<file path="src/rtl/lsu_pkg.sv">
// Shared encodings for the load/store unit: funct3 codes, FSM states and
// the request legality checks used when a new access is accepted.
package lsu_pkg;

    localparam int LSU_STATE_WIDTH = 2;

    typedef enum logic [LSU_STATE_WIDTH-1:0] {
        LSU_STATE_IDLE = 2'd0,
        LSU_STATE_REQ  = 2'd1,
        LSU_STATE_WAIT = 2'd2,
        LSU_STATE_RESP = 2'd3
    } lsu_state_e;

    localparam logic [2:0] LSU_F3_LB  = 3'b000;
    localparam logic [2:0] LSU_F3_LH  = 3'b001;
    localparam logic [2:0] LSU_F3_LW  = 3'b010;
    localparam logic [2:0] LSU_F3_LBU = 3'b100;
    localparam logic [2:0] LSU_F3_LHU = 3'b101;
    localparam logic [2:0] LSU_F3_SB  = 3'b000;
    localparam logic [2:0] LSU_F3_SH  = 3'b001;
    localparam logic [2:0] LSU_F3_SW  = 3'b010;

    function automatic logic f3_illegal(input logic wen, input logic [2:0] funct3);
        if (wen)
            return !(funct3 inside {LSU_F3_SB, LSU_F3_SH, LSU_F3_SW});
        return !(funct3 inside {LSU_F3_LB, LSU_F3_LH, LSU_F3_LW, LSU_F3_LBU, LSU_F3_LHU});
    endfunction

    // Access size lives in funct3[1:0]: 00 byte, 01 half, 10 word.
    function automatic logic addr_misaligned(input logic [2:0] funct3, input logic [1:0] offset);
        case (funct3[1:0])
            2'b01:   return offset[0];
            2'b10:   return offset != 2'b00;
            default: return 1'b0;
        endcase
    endfunction

endpackage

</file>
<file path="src/rtl/lsu_if.sv">
// Core-request, data-memory bus and writeback-response signals of the LSU.
// The LSU sits on the slave modport; the core/memory environment on master.
interface lsu_if;

    logic        io_req_valid;
    logic        io_req_ready;
    logic [31:0] io_req_addr;
    logic [31:0] io_req_wdata;
    logic        io_req_wen;
    logic [2:0]  io_req_funct3;

    logic        io_mem_valid;
    logic        io_mem_ready;
    logic [31:0] io_mem_addr;
    logic        io_mem_wen;
    logic [31:0] io_mem_wdata;
    logic [3:0]  io_mem_wstrb;
    logic        io_mem_rvalid;
    logic [31:0] io_mem_rdata;

    logic        io_resp_valid;
    logic [31:0] io_resp_rdata;
    logic        io_resp_misaligned;
    logic        io_resp_fault;

    modport slave (
        input  io_req_valid, io_req_addr, io_req_wdata, io_req_wen, io_req_funct3,
        input  io_mem_ready, io_mem_rvalid, io_mem_rdata,
        output io_req_ready,
        output io_mem_valid, io_mem_addr, io_mem_wen, io_mem_wdata, io_mem_wstrb,
        output io_resp_valid, io_resp_rdata, io_resp_misaligned, io_resp_fault
    );

    modport master (
        output io_req_valid, io_req_addr, io_req_wdata, io_req_wen, io_req_funct3,
        output io_mem_ready, io_mem_rvalid, io_mem_rdata,
        input  io_req_ready,
        input  io_mem_valid, io_mem_addr, io_mem_wen, io_mem_wdata, io_mem_wstrb,
        input  io_resp_valid, io_resp_rdata, io_resp_misaligned, io_resp_fault
    );

endinterface

</file>
<file path="src/rtl/lsu_align.sv">
// Byte-lane steering: store data replication and write strobes, plus load
// lane extraction with sign/zero extension. Purely combinational.
module lsu_align
    import lsu_pkg::*;
(
    input  logic        wen,
    input  logic [2:0]  funct3,
    input  logic [1:0]  offset,
    input  logic [31:0] store_data,
    input  logic [31:0] mem_rdata,
    output logic [31:0] mem_wdata,
    output logic [3:0]  mem_wstrb,
    output logic [31:0] load_data
);

    logic [31:0] shifted;

    // NOTE: every output of a combinational block gets a default before any
    // branch; a path that leaves one unassigned would infer a latch.
    always_comb begin
        mem_wdata = store_data;
        mem_wstrb = 4'b0000;
        load_data = 32'h0;
        shifted   = mem_rdata >> {offset, 3'b000};

        if (wen) begin
            case (funct3)
                LSU_F3_SB: begin
                    mem_wdata = {4{store_data[7:0]}};
                    mem_wstrb = 4'b0001 << offset;
                end
                LSU_F3_SH: begin
                    mem_wdata = {2{store_data[15:0]}};
                    mem_wstrb = 4'b0011 << offset;
                end
                default:   mem_wstrb = 4'b1111;
            endcase
        end

        case (funct3)
            LSU_F3_LB:  load_data = {{24{shifted[7]}}, shifted[7:0]};
            LSU_F3_LBU: load_data = {24'h0, shifted[7:0]};
            LSU_F3_LH:  load_data = {{16{shifted[15]}}, shifted[15:0]};
            LSU_F3_LHU: load_data = {16'h0, shifted[15:0]};
            default:    load_data = shifted;
        endcase
    end

endmodule

</file>
<file path="src/rtl/lsu.sv">
// Load/store unit: accepts one ALU-addressed access at a time, drives it on
// the valid/ready data bus with a response timeout and returns a 1-cycle result.
module lsu
    import lsu_pkg::*;
#(
    parameter int TIMEOUT_CYCLES = 256,
    parameter int CNT_W          = 9
) (
    input  logic clock,
    input  logic reset,
    lsu_if.slave bus
);

    lsu_state_e       state_q, state_d;
    logic [31:0]      addr_q, wdata_q;
    logic             wen_q;
    logic [2:0]       f3_q;
    logic [CNT_W-1:0] cnt_q;
    logic [31:0]      rdata_q;
    logic             mis_q, fault_q;

    logic        req_illegal, req_mis;
    logic        timeout_hit, rsp_hit;
    logic [31:0] load_data;

    assign req_illegal = f3_illegal(bus.io_req_wen, bus.io_req_funct3);
    assign req_mis     = addr_misaligned(bus.io_req_funct3, bus.io_req_addr[1:0]);
    assign timeout_hit = cnt_q == CNT_W'(TIMEOUT_CYCLES - 1);
    assign rsp_hit     = (state_q == LSU_STATE_WAIT) && bus.io_mem_rvalid;

    // NOTE: sequential state uses non-blocking assignments so every register
    // samples pre-edge values regardless of block evaluation order.
    always_ff @(posedge clock) begin
        if (reset) state_q <= LSU_STATE_IDLE;
        else       state_q <= state_d;
    end

    // The timeout counts REQ and WAIT together; a response landing on the
    // final cycle still takes priority over the abandon.
    always_comb begin
        state_d = state_q;
        case (state_q)
            LSU_STATE_IDLE:
                if (bus.io_req_valid)
                    state_d = (req_illegal || req_mis) ? LSU_STATE_RESP : LSU_STATE_REQ;
            LSU_STATE_REQ:
                if (timeout_hit)            state_d = LSU_STATE_RESP;
                else if (bus.io_mem_ready)  state_d = LSU_STATE_WAIT;
            LSU_STATE_WAIT:
                if (bus.io_mem_rvalid || timeout_hit) state_d = LSU_STATE_RESP;
            LSU_STATE_RESP:
                state_d = LSU_STATE_IDLE;
            default:
                state_d = LSU_STATE_IDLE;
        endcase
    end

    // NOTE: payload registers are reset as well as the state, because they
    // drive bus and response outputs directly and those must read 0 out of reset.
    always_ff @(posedge clock) begin
        if (reset) begin
            addr_q  <= 32'h0;
            wdata_q <= 32'h0;
            wen_q   <= 1'b0;
            f3_q    <= 3'b000;
            cnt_q   <= '0;
            rdata_q <= 32'h0;
            mis_q   <= 1'b0;
            fault_q <= 1'b0;
        end else begin
            case (state_q)
                LSU_STATE_IDLE:
                    if (bus.io_req_valid) begin
                        addr_q  <= bus.io_req_addr;
                        wdata_q <= bus.io_req_wdata;
                        wen_q   <= bus.io_req_wen;
                        f3_q    <= bus.io_req_funct3;
                        cnt_q   <= '0;
                        rdata_q <= 32'h0;
                        fault_q <= req_illegal;
                        mis_q   <= !req_illegal && req_mis;
                    end
                LSU_STATE_REQ, LSU_STATE_WAIT: begin
                    cnt_q <= cnt_q + CNT_W'(1);
                    if (rsp_hit)          rdata_q <= wen_q ? 32'h0 : load_data;
                    else if (timeout_hit) fault_q <= 1'b1;
                end
                default: ;
            endcase
        end
    end

    lsu_align u_align (
        .wen        (wen_q),
        .funct3     (f3_q),
        .offset     (addr_q[1:0]),
        .store_data (wdata_q),
        .mem_rdata  (bus.io_mem_rdata),
        .mem_wdata  (bus.io_mem_wdata),
        .mem_wstrb  (bus.io_mem_wstrb),
        .load_data  (load_data)
    );

    assign bus.io_req_ready      = state_q == LSU_STATE_IDLE;
    assign bus.io_mem_valid      = state_q == LSU_STATE_REQ;
    assign bus.io_mem_addr       = {addr_q[31:2], 2'b00};
    assign bus.io_mem_wen        = wen_q;
    assign bus.io_resp_valid     = state_q == LSU_STATE_RESP;
    assign bus.io_resp_rdata     = rdata_q;
    assign bus.io_resp_misaligned = mis_q;
    assign bus.io_resp_fault     = fault_q;

endmodule

</file>
<file path="src/flat_wrapper.sv">
// flat-port wrapper written by rule: the top's interface ports become plain ports
module lsu_flat import lsu_pkg::*;
#(
    parameter int TIMEOUT_CYCLES = 256,
    parameter int CNT_W          = 9
)
  (clock, reset, bus_io_req_valid, bus_io_req_addr, bus_io_req_wdata, bus_io_req_wen, bus_io_req_funct3, bus_io_mem_ready, bus_io_mem_rvalid, bus_io_mem_rdata, bus_io_req_ready, bus_io_mem_valid, bus_io_mem_addr, bus_io_mem_wen, bus_io_mem_wdata, bus_io_mem_wstrb, bus_io_resp_valid, bus_io_resp_rdata, bus_io_resp_misaligned, bus_io_resp_fault);
  lsu_if bus_i ();
  input  logic clock;
  input  logic reset;
  input wire logic [$bits(bus_i.io_req_valid)-1:0] bus_io_req_valid;
  input wire logic [$bits(bus_i.io_req_addr)-1:0] bus_io_req_addr;
  input wire logic [$bits(bus_i.io_req_wdata)-1:0] bus_io_req_wdata;
  input wire logic [$bits(bus_i.io_req_wen)-1:0] bus_io_req_wen;
  input wire logic [$bits(bus_i.io_req_funct3)-1:0] bus_io_req_funct3;
  input wire logic [$bits(bus_i.io_mem_ready)-1:0] bus_io_mem_ready;
  input wire logic [$bits(bus_i.io_mem_rvalid)-1:0] bus_io_mem_rvalid;
  input wire logic [$bits(bus_i.io_mem_rdata)-1:0] bus_io_mem_rdata;
  output wire logic [$bits(bus_i.io_req_ready)-1:0] bus_io_req_ready;
  output wire logic [$bits(bus_i.io_mem_valid)-1:0] bus_io_mem_valid;
  output wire logic [$bits(bus_i.io_mem_addr)-1:0] bus_io_mem_addr;
  output wire logic [$bits(bus_i.io_mem_wen)-1:0] bus_io_mem_wen;
  output wire logic [$bits(bus_i.io_mem_wdata)-1:0] bus_io_mem_wdata;
  output wire logic [$bits(bus_i.io_mem_wstrb)-1:0] bus_io_mem_wstrb;
  output wire logic [$bits(bus_i.io_resp_valid)-1:0] bus_io_resp_valid;
  output wire logic [$bits(bus_i.io_resp_rdata)-1:0] bus_io_resp_rdata;
  output wire logic [$bits(bus_i.io_resp_misaligned)-1:0] bus_io_resp_misaligned;
  output wire logic [$bits(bus_i.io_resp_fault)-1:0] bus_io_resp_fault;
  assign bus_i.io_req_valid = bus_io_req_valid;
  assign bus_i.io_req_addr = bus_io_req_addr;
  assign bus_i.io_req_wdata = bus_io_req_wdata;
  assign bus_i.io_req_wen = bus_io_req_wen;
  assign bus_i.io_req_funct3 = bus_io_req_funct3;
  assign bus_i.io_mem_ready = bus_io_mem_ready;
  assign bus_i.io_mem_rvalid = bus_io_mem_rvalid;
  assign bus_i.io_mem_rdata = bus_io_mem_rdata;
  assign bus_io_req_ready = bus_i.io_req_ready;
  assign bus_io_mem_valid = bus_i.io_mem_valid;
  assign bus_io_mem_addr = bus_i.io_mem_addr;
  assign bus_io_mem_wen = bus_i.io_mem_wen;
  assign bus_io_mem_wdata = bus_i.io_mem_wdata;
  assign bus_io_mem_wstrb = bus_i.io_mem_wstrb;
  assign bus_io_resp_valid = bus_i.io_resp_valid;
  assign bus_io_resp_rdata = bus_i.io_resp_rdata;
  assign bus_io_resp_misaligned = bus_i.io_resp_misaligned;
  assign bus_io_resp_fault = bus_i.io_resp_fault;
  lsu #(.TIMEOUT_CYCLES(TIMEOUT_CYCLES), .CNT_W(CNT_W)) u_core (.clock(clock), .reset(reset), .bus(bus_i));
endmodule
</file>
<file path="config.mk">
export PLATFORM = sky130hd
export DESIGN_NAME = lsu_flat
export DESIGN_NICKNAME = d
export VERILOG_FILES = /design/src/rtl/lsu_pkg.sv /design/src/rtl/lsu_if.sv /design/src/rtl/lsu_align.sv /design/src/rtl/lsu.sv /design/src/flat_wrapper.sv
export SDC_FILE = /design/constraint.sdc
export NUM_CORES = 1
export LEC_CHECK = 0
export CAP_MARGIN = 25
export CORE_ASPECT_RATIO = 0.6
export CORE_MARGIN = 10
export CORE_UTILIZATION = 35
export DETAILED_ROUTE_END_ITERATION = 7
export PLACE_DENSITY = 0.72
export SYNTH_ARGS = -nofsm -noshare
export SYNTH_HDL_FRONTEND = slang
export SYNTH_SLANG_ARGS = --single-unit
</file>
<file path="constraint.sdc">
create_clock -name clock -period 3 [get_ports clock]
set_input_delay 0.6 -clock clock [delete_from_list [all_inputs] [get_ports clock]]
set_output_delay 0.6 -clock clock [all_outputs]
set_load 0.005 [all_outputs]
</file>
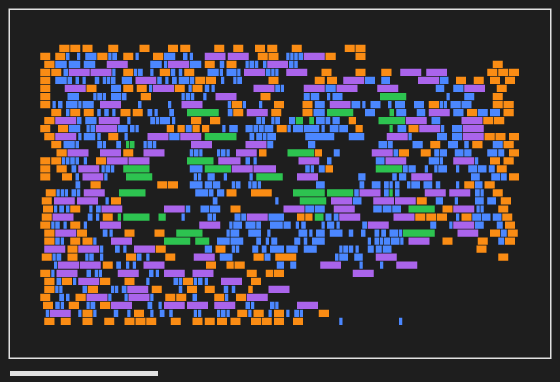
Figure 1: run 1, cell classes on the final placement.
Bar = 50 µm.
legend:
  other buffers and delay cells:
    color: orange
    cells: 223
    share_of_their_area: 28%
  clock drivers and dummy loads:
    color: green
    cells: 32
    share_of_their_area: 7.8%
  flip-flops:
    color: purple
    cells: 113
    share_of_their_area: 29%
  all other logic:
    color: blue
    cells: 470
    share_of_their_area: 35%

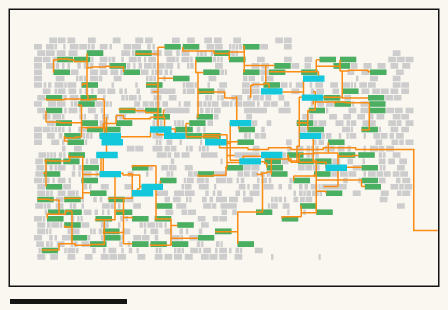
Figure 2: run 1, clock wires, drivers and flops.
Bar = 50 µm.
legend:
  clock wires:
    color: orange
    length: 1,650 µm
  cells driving clock nets:
    color: cyan
    count: 17
  flip-flops:
    color: green
    count: 113
routed clock nets: 18

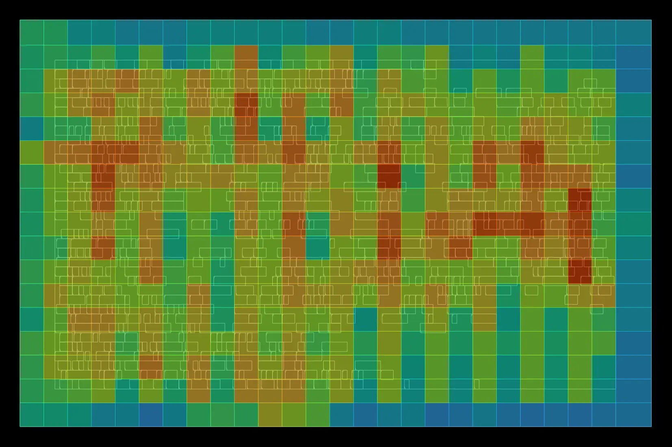
Figure 3: run 1, routing congestion.
Avg WL per Cell: 18.1 µm
GRT Max-Usage Layer: met2
Final Util: 0.527

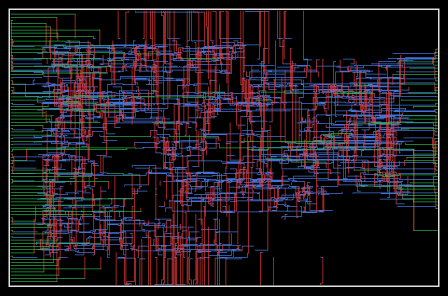
Figure 4: run 1, wiring by layer.
legend:
  met3:
    color: green
    wire_length: 2,510 µm
  met4:
    color: orange
    wire_length: 34.7 µm
  met2:
    color: red
    wire_length: 7,810 µm
  met1:
    color: blue
    wire_length: 8,450 µm

==> out/metrics.yaml, run 1 <==
status:
  outcome: "finished, final reports clean"
cells_and_area:
  ff_count: 113
  buffers: 223
  sh_comb_area: 0.340
  inverters: 7
  final-nonclk-buf-share: 0.272
  area_delta_synth_final_pct: 46.2
  final_cell_mix: "207 x clkdlybuf4s50_1, 154 x nand2_1, 111 x dfxtp_1"
  diodes: 1
  drive_gt1_frac: 0.0931
  clock_area_frac: 0.0753
  seqCellArea_um2: 2260
  largest_class: "multi-input combinational cells"
timing:
  hold_violations: 0
  fin_skew_ns: 0.0110
  setup_ws_ns: 0.173
  max-slew-margin-rel: 0.370
  drv_slew: 0
  fmax_ghz: 0.354
  min_period_over_period: 0.942
floorplan:
  die_w_um: 183
  core_area_um2: 15500
  num_io_pins: 211
  num_rows: 35
  initCoreUtil: 0.360
  fp.dieH_um: 118
  tap_cells: 203
  chipArea_um2: 21500
critical_path:
  start_kind: "flop"
  crit_end: "bus_io_mem_wdata[11]"
  cp_data_arrival_time_ns: 2.23
  r2r_cells: 6
  reg2reg_slack_ns: 0.73
  cp-startpoint: "u_core.f3_q[2]$_SDFFE_PP0P_"
  r2r_end: "u_core.bus.io_resp_rdata[27]$_SDFFE_PP0P_"
  cp_max_fo: 8
  regToRegStartpoint: "u_core.state_q[0]$_SDFFE_PP0P_"
  critPathCaptureType: "output pin"
  max_stage_delay_ns: 0.47
  critPathKind: "flop to output pin"
synth:
  yosysTopAreaCell: "dfxtp_1"
  synthSimpleGateAreaFrac: 0.190
  adder_share: 0.0225
  most_common_cell: "nand2_1"
  ys_sh_aoi: 0.191
  yosysWarningCount: 0
  synth.top_cell.area_share: 0.406
  xor_share: 0.00944
  synth-edff-count: 0
  avgSynthCellArea_um2: 8.31
  synthMuxAreaShare: 0.0820
placement:
  place_hpwl_mm: 14.0
  gp_congestion: 0.824
clock_network:
  clkTransAtPathRegs_ns: 0.05
  clk_latency_ns: 0.40
  htreeDepth: 4
  cts_setup_buffers: 0
  cts_tree: "done"
  numClockSinks: 113
  cts.root.buffer_cell: "clkbuf_16"
power:
  share_comb_of_total_power: 0.345
  p_sw_mw: 1.97
  combinationalPower_mw: 2.12
  pg_clk_mw: 2.11
  power_frac_clock: 0.343
  leakage_nw: 3.03
  power.density_nw_per_um2: 755
global_route:
  grt_max_degree: 84
  grt_pass1_wl_mm: 28.6
route:
  vias: 5202
  dr.pass1.iters: 5
  wirelength_mm: 18.8
run:
  tool_warnings: 32
worst_hold_path:
  hold_path.startpoint: "u_core.addr_q[3]$_SDFFE_PP0P_"
run 1: through the flow:
stage / hold WS [ns] / cell area (µm²) / cells / power (mW)
after floorplan: 0.434 / 5570 / 671 / 3.24
after global placement: 0.442 / 7520 / 1009 / 4.06
after detailed placement: 0.446 / 7520 / 1009 / 4.07
after CTS: 0.453 / 8130 / 1041 / 6.20
after global routing: 0.469 / 8140 / 1041 / 6.51
final: 0.451 / 8140 / 1042 / 6.14
run 1: worst min-delay path: stages (launching register included):
cell and delay (ns):
dfxtp_1 0.30, nand2_1 0.05, a21oi_1 0.05
run 1: routing by layer:
metal,up-vias,routed length [µm],global-route usage
met4,0,34,0.0256
met3,2,2510,0.103
met2,210,7810,0.233
li1,2571,-,-
met5,-,0,0
met1,2419,8450,0.211
## Run 2: what changed since run 1
- HOLD_SLACK_MARGIN: default -> 0.12
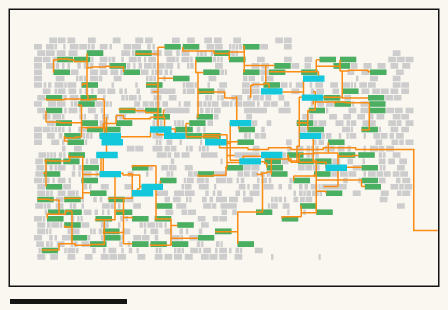
Figure 5: run 2, clock wires, drivers and flops.
Bar = 50 µm.
legend:
  flip-flops:
    color: green
    count: 113
  cells driving clock nets:
    color: cyan
    count: 17
  clock wires:
    color: orange
    length: 1,650 µm
routed clock nets: 18

==> run 2 against run 1 <==
Compared with the run above:
- die area is the same
- worst hold slack is the same
- fmax did not move
- sequential cell count unchanged
- synthesized cell count did not move
- critical endpoint unchanged
- largest cell class unchanged
- largest power group unchanged
==> out/metrics.yaml, run 2 <==
critical_path:
  cp_max_fo: 8  # unchanged
clock_network:
  htreeDepth: 4  # unchanged
  cts_tree: "done"
  clkTransAtPathRegs_ns: 0.05  # about the same
  cts_setup_buffers: 0  # unchanged
  cts.root.buffer_cell: "clkbuf_16"
  numClockSinks: 113  # unchanged
cells_and_area:
  final_area_um2: 8140  # unchanged
  final_util: 0.527  # unchanged
placement:
  place_hpwl_mm: 14.0  # unchanged
synth:
  synthMuxAreaShare: 0.0820  # unchanged
  xor_share: 0.00944  # unchanged
  synth.top_cell.area_share: 0.406  # unchanged
  most_common_cell: "nand2_1"
  synth-edff-count: 0  # unchanged
  avgSynthCellArea_um2: 8.31  # unchanged
  yosysWarningCount: 0  # unchanged
power:
  power.density_nw_per_um2: 755  # unchanged
  leakage_nw: 3.03  # unchanged
  share_comb_of_total_power: 0.345  # about the same
  power_frac_clock: 0.343  # about the same
global_route:
  busiest_layer: "met2"
  grt_pass1_wl_mm: 28.6  # unchanged
  grt_max_degree: 84  # unchanged
timing:
  hold_violations: 0  # unchanged
  fin_skew_ns: 0.0110  # unchanged
  timing.hold.ws_ns: 0.451  # unchanged
route:
  met2WireLength_mm: 7.81  # unchanged
  routedWlPerCell_um: 18.1  # unchanged
  wl_met3_mm: 2.51  # unchanged
  vias: 5202  # unchanged
  dr.pass1.iters: 5  # unchanged
floorplan:
  die_w_um: 183  # unchanged
  num_rows: 35  # unchanged
  fp.dieH_um: 118  # unchanged
  initCoreUtil: 0.360  # unchanged
status:
  outcome: "finished, final reports clean"
worst_hold_path:
  hold_path.startpoint: "u_core.addr_q[3]$_SDFFE_PP0P_"
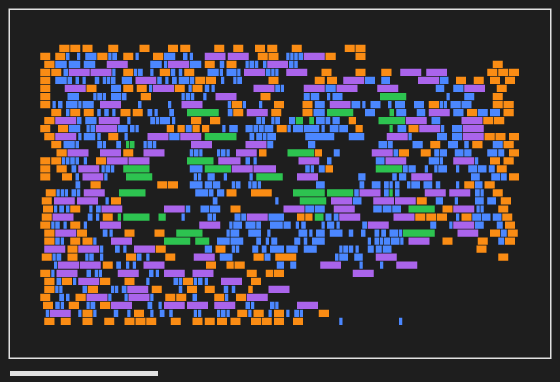
Figure 6: run 2, cell classes on the final placement.
Bar = 50 µm.
legend:
  other buffers and delay cells:
    color: orange
    cells: 223
    share_of_their_area: 28%
  clock drivers and dummy loads:
    color: green
    cells: 32
    share_of_their_area: 7.8%
  flip-flops:
    color: purple
    cells: 113
    share_of_their_area: 29%
  all other logic:
    color: blue
    cells: 470
    share_of_their_area: 35%

-- run 2: cell counts in the layout (fill, tap and decap cells not counted) --
No cell type changed its count.
-- run 2: cell families after synthesis --
group                      Yosys count
adders and majority gates           10
muxes                               43
other                                1
DFF                                113
AOI/OAI and AO/OA                  164
buffers and inverters               95
and+or+nand+nor                    238
xor gates and xnor gates             6
-- run 2: layout make-up --
| class | instances | area, µm² |
|---|---|---|
| diodes | 1 | 2.50 |
| flip-flops and latches | 113 | 2260 |
| repair buffers | 223 | 2210 |
| clock inverters | 10 | 159 |
| fillers | 1430 | 7320 |
| well taps | 203 | 254 |
| inverters | 7 | 26.3 |
| clock buffers | 22 | 454 |
| multi-input cells | 463 | 2770 |
## Run 3: what changed since run 2
- SLEW_MARGIN: default -> 40
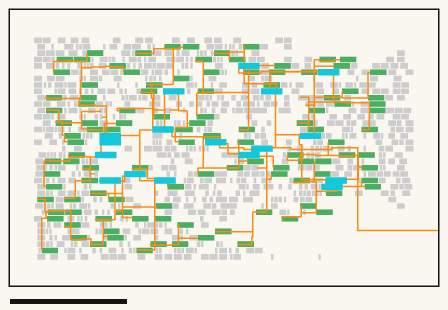
Figure 7: run 3, clock wires, drivers and flops.
Bar = 50 µm.
clk_skew: 0.0121 ns
clk pwr: 1.92 mW
clock group share of total power: 0.323
Latency at later pin: 0.41 ns

==> run 3 against run 2 <==
Compared with the run above:
- critical path depth unchanged
- wire length increased by 0.32%
- die area unchanged
- register-to-register slack about the same
- via count decreased by 0.19%
- clock skew increased by 0.0011 ns
- sequential cell count unchanged
- setup slack got worse by 0.029 ns
- sequential share of layout area increased by 0.17 points
- critical path type unchanged
- largest cell class unchanged
- highest routed layer is now met5
==> out/metrics.yaml, run 3 <==
placement:
  place_hpwl_mm: 14.0  # about the same
  portBuffers: 208
  dp_cells: 1009
  dpl_worst_slack_ns: 0.444
route:
  wl_met1_mm: 8.48
  wirelength_mm: 18.9
  ant_nets: 0
  met2WireLength_mm: 7.82  # about the same
  wl_met3_mm: 2.44  # -2.9%
  vias: 5192  # -0.19%
  viasPerCell: 4.98
  dr.pass1.iters: 4  # -1
  routedWlPerCell_um: 18.1  # +0.32%
  drt_iter0_drc: 347
synth:
  most_common_cell: "nand2_1"
  netlist_logic_family_top: "AND-OR/OR-AND gates"
  synthMuxAreaShare: 0.0820  # unchanged
  yosysWarningCount: 0  # unchanged
  synthTopCellsByCount: "155 x nand2_1, 113 x dfxtp_1, 93 x a21oi_1"
  avgSynthCellArea_um2: 8.31  # unchanged
  ys_types: 53
  synth.top_cell.area_share: 0.406  # unchanged
  async_reset_ff_frac: 0
  syn_inst: 670
  ys.flops: 113
  synth-edff-count: 0  # unchanged
  xor_share: 0.00944  # unchanged
  yosysTopAreaCell: "dfxtp_1"
timing:
  timing.hold.ws_ns: 0.452  # +0.000406 ns
  max-slew-margin-rel: 0.562
  setup_ws_ns: 0.144
  hold_violations: 0  # unchanged
global_route:
  grt_pass1_wl_mm: 28.7  # +0.41%
  busiest_layer: "met2"
  grtUsageMet3: 0.102
  antenna_found_initial: 2
  track_usage: 0.166
  grt_max_degree: 84  # unchanged
worst_hold_path:
  hold_path.startpoint: "u_core.addr_q[11]$_SDFFE_PP0P_"
  min_path_type: "flop to flop"
  hold_end: "u_core.addr_q[11]$_SDFFE_PP0P_"
floorplan:
  fp.dieH_um: 118  # unchanged
  initCoreUtil: 0.360  # unchanged
  die_w_um: 183  # unchanged
power:
  power.density_nw_per_um2: 735  # -2.6%
  seqPwrFrac: 0.321
  max-vdd-ir-drop_mv: 0.360
  share_comb_of_total_power: 0.356  # +0.011
  intPower_mw: 3.94
  leakage_nw: 3.01  # -0.84%
cells_and_area:
  drive_gt1_frac: 0.0967
  layout.nets: 940
critical_path:
  critPathBufInv: 2
  critPathRequiredTime_ns: 2.40
  cp_max_fo: 8  # unchanged
  cp_slowest_cell: "clkdlybuf4s50_1"
run:
  tool_warnings: 32
  maxCapViolations: 0
clock_network:
  numClockSinks: 113  # unchanged
  numCtsBuffers: 17
  clkTransAtPathRegs_ns: 0.05  # about the same
  hold_buffers: 0
  cts.root.buffer_cell: "clkbuf_16"
  cts_setup_buffers: 0  # unchanged
  htreeDepth: 4  # unchanged
  cts_tree: "done"
status:
  outcome: "finished, final reports clean"
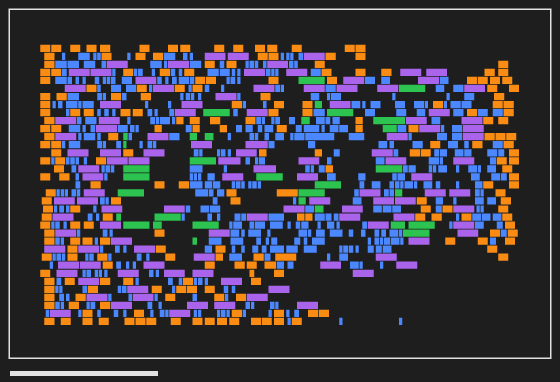
Figure 8: run 3, cell classes on the final placement.
Bar = 50 µm.
Seq/total area: 0.280
Core Rows: 35
Final Util: 0.524
Finished Cell Area: 8100 µm²
total core area: 15,500 µm²

==> run 3: cell counts after synthesis <==
Identical to the previous run, type by type.
==> run 3: final cells by class <==
| class | count | area [µm²] |
|---|---|---|
| Fill cell | 1448 | 7360 |
| Sequential cell | 113 | 2270 |
| Multi-Input combinational cell | 463 | 2770 |
| Timing Repair Buffer | 223 | 2220 |
| Tap cell | 203 | 254 |
| Clock inverter | 12 | 110 |
| Clock buffer | 20 | 457 |
| Antenna cell | 1 | 2.50 |
| Inverter | 7 | 26.3 |
==> run 3: kinds of logic after synthesis <==
| group | Yosys count |
|---|---|
| simple gates | 238 |
| compound gates | 164 |
| flops | 113 |
| buf+inv | 95 |
| mux | 43 |
| fa+ha+maj | 10 |
| xor+xnor | 6 |
| other cells | 1 |
Power and IR drop assume default switching activity.
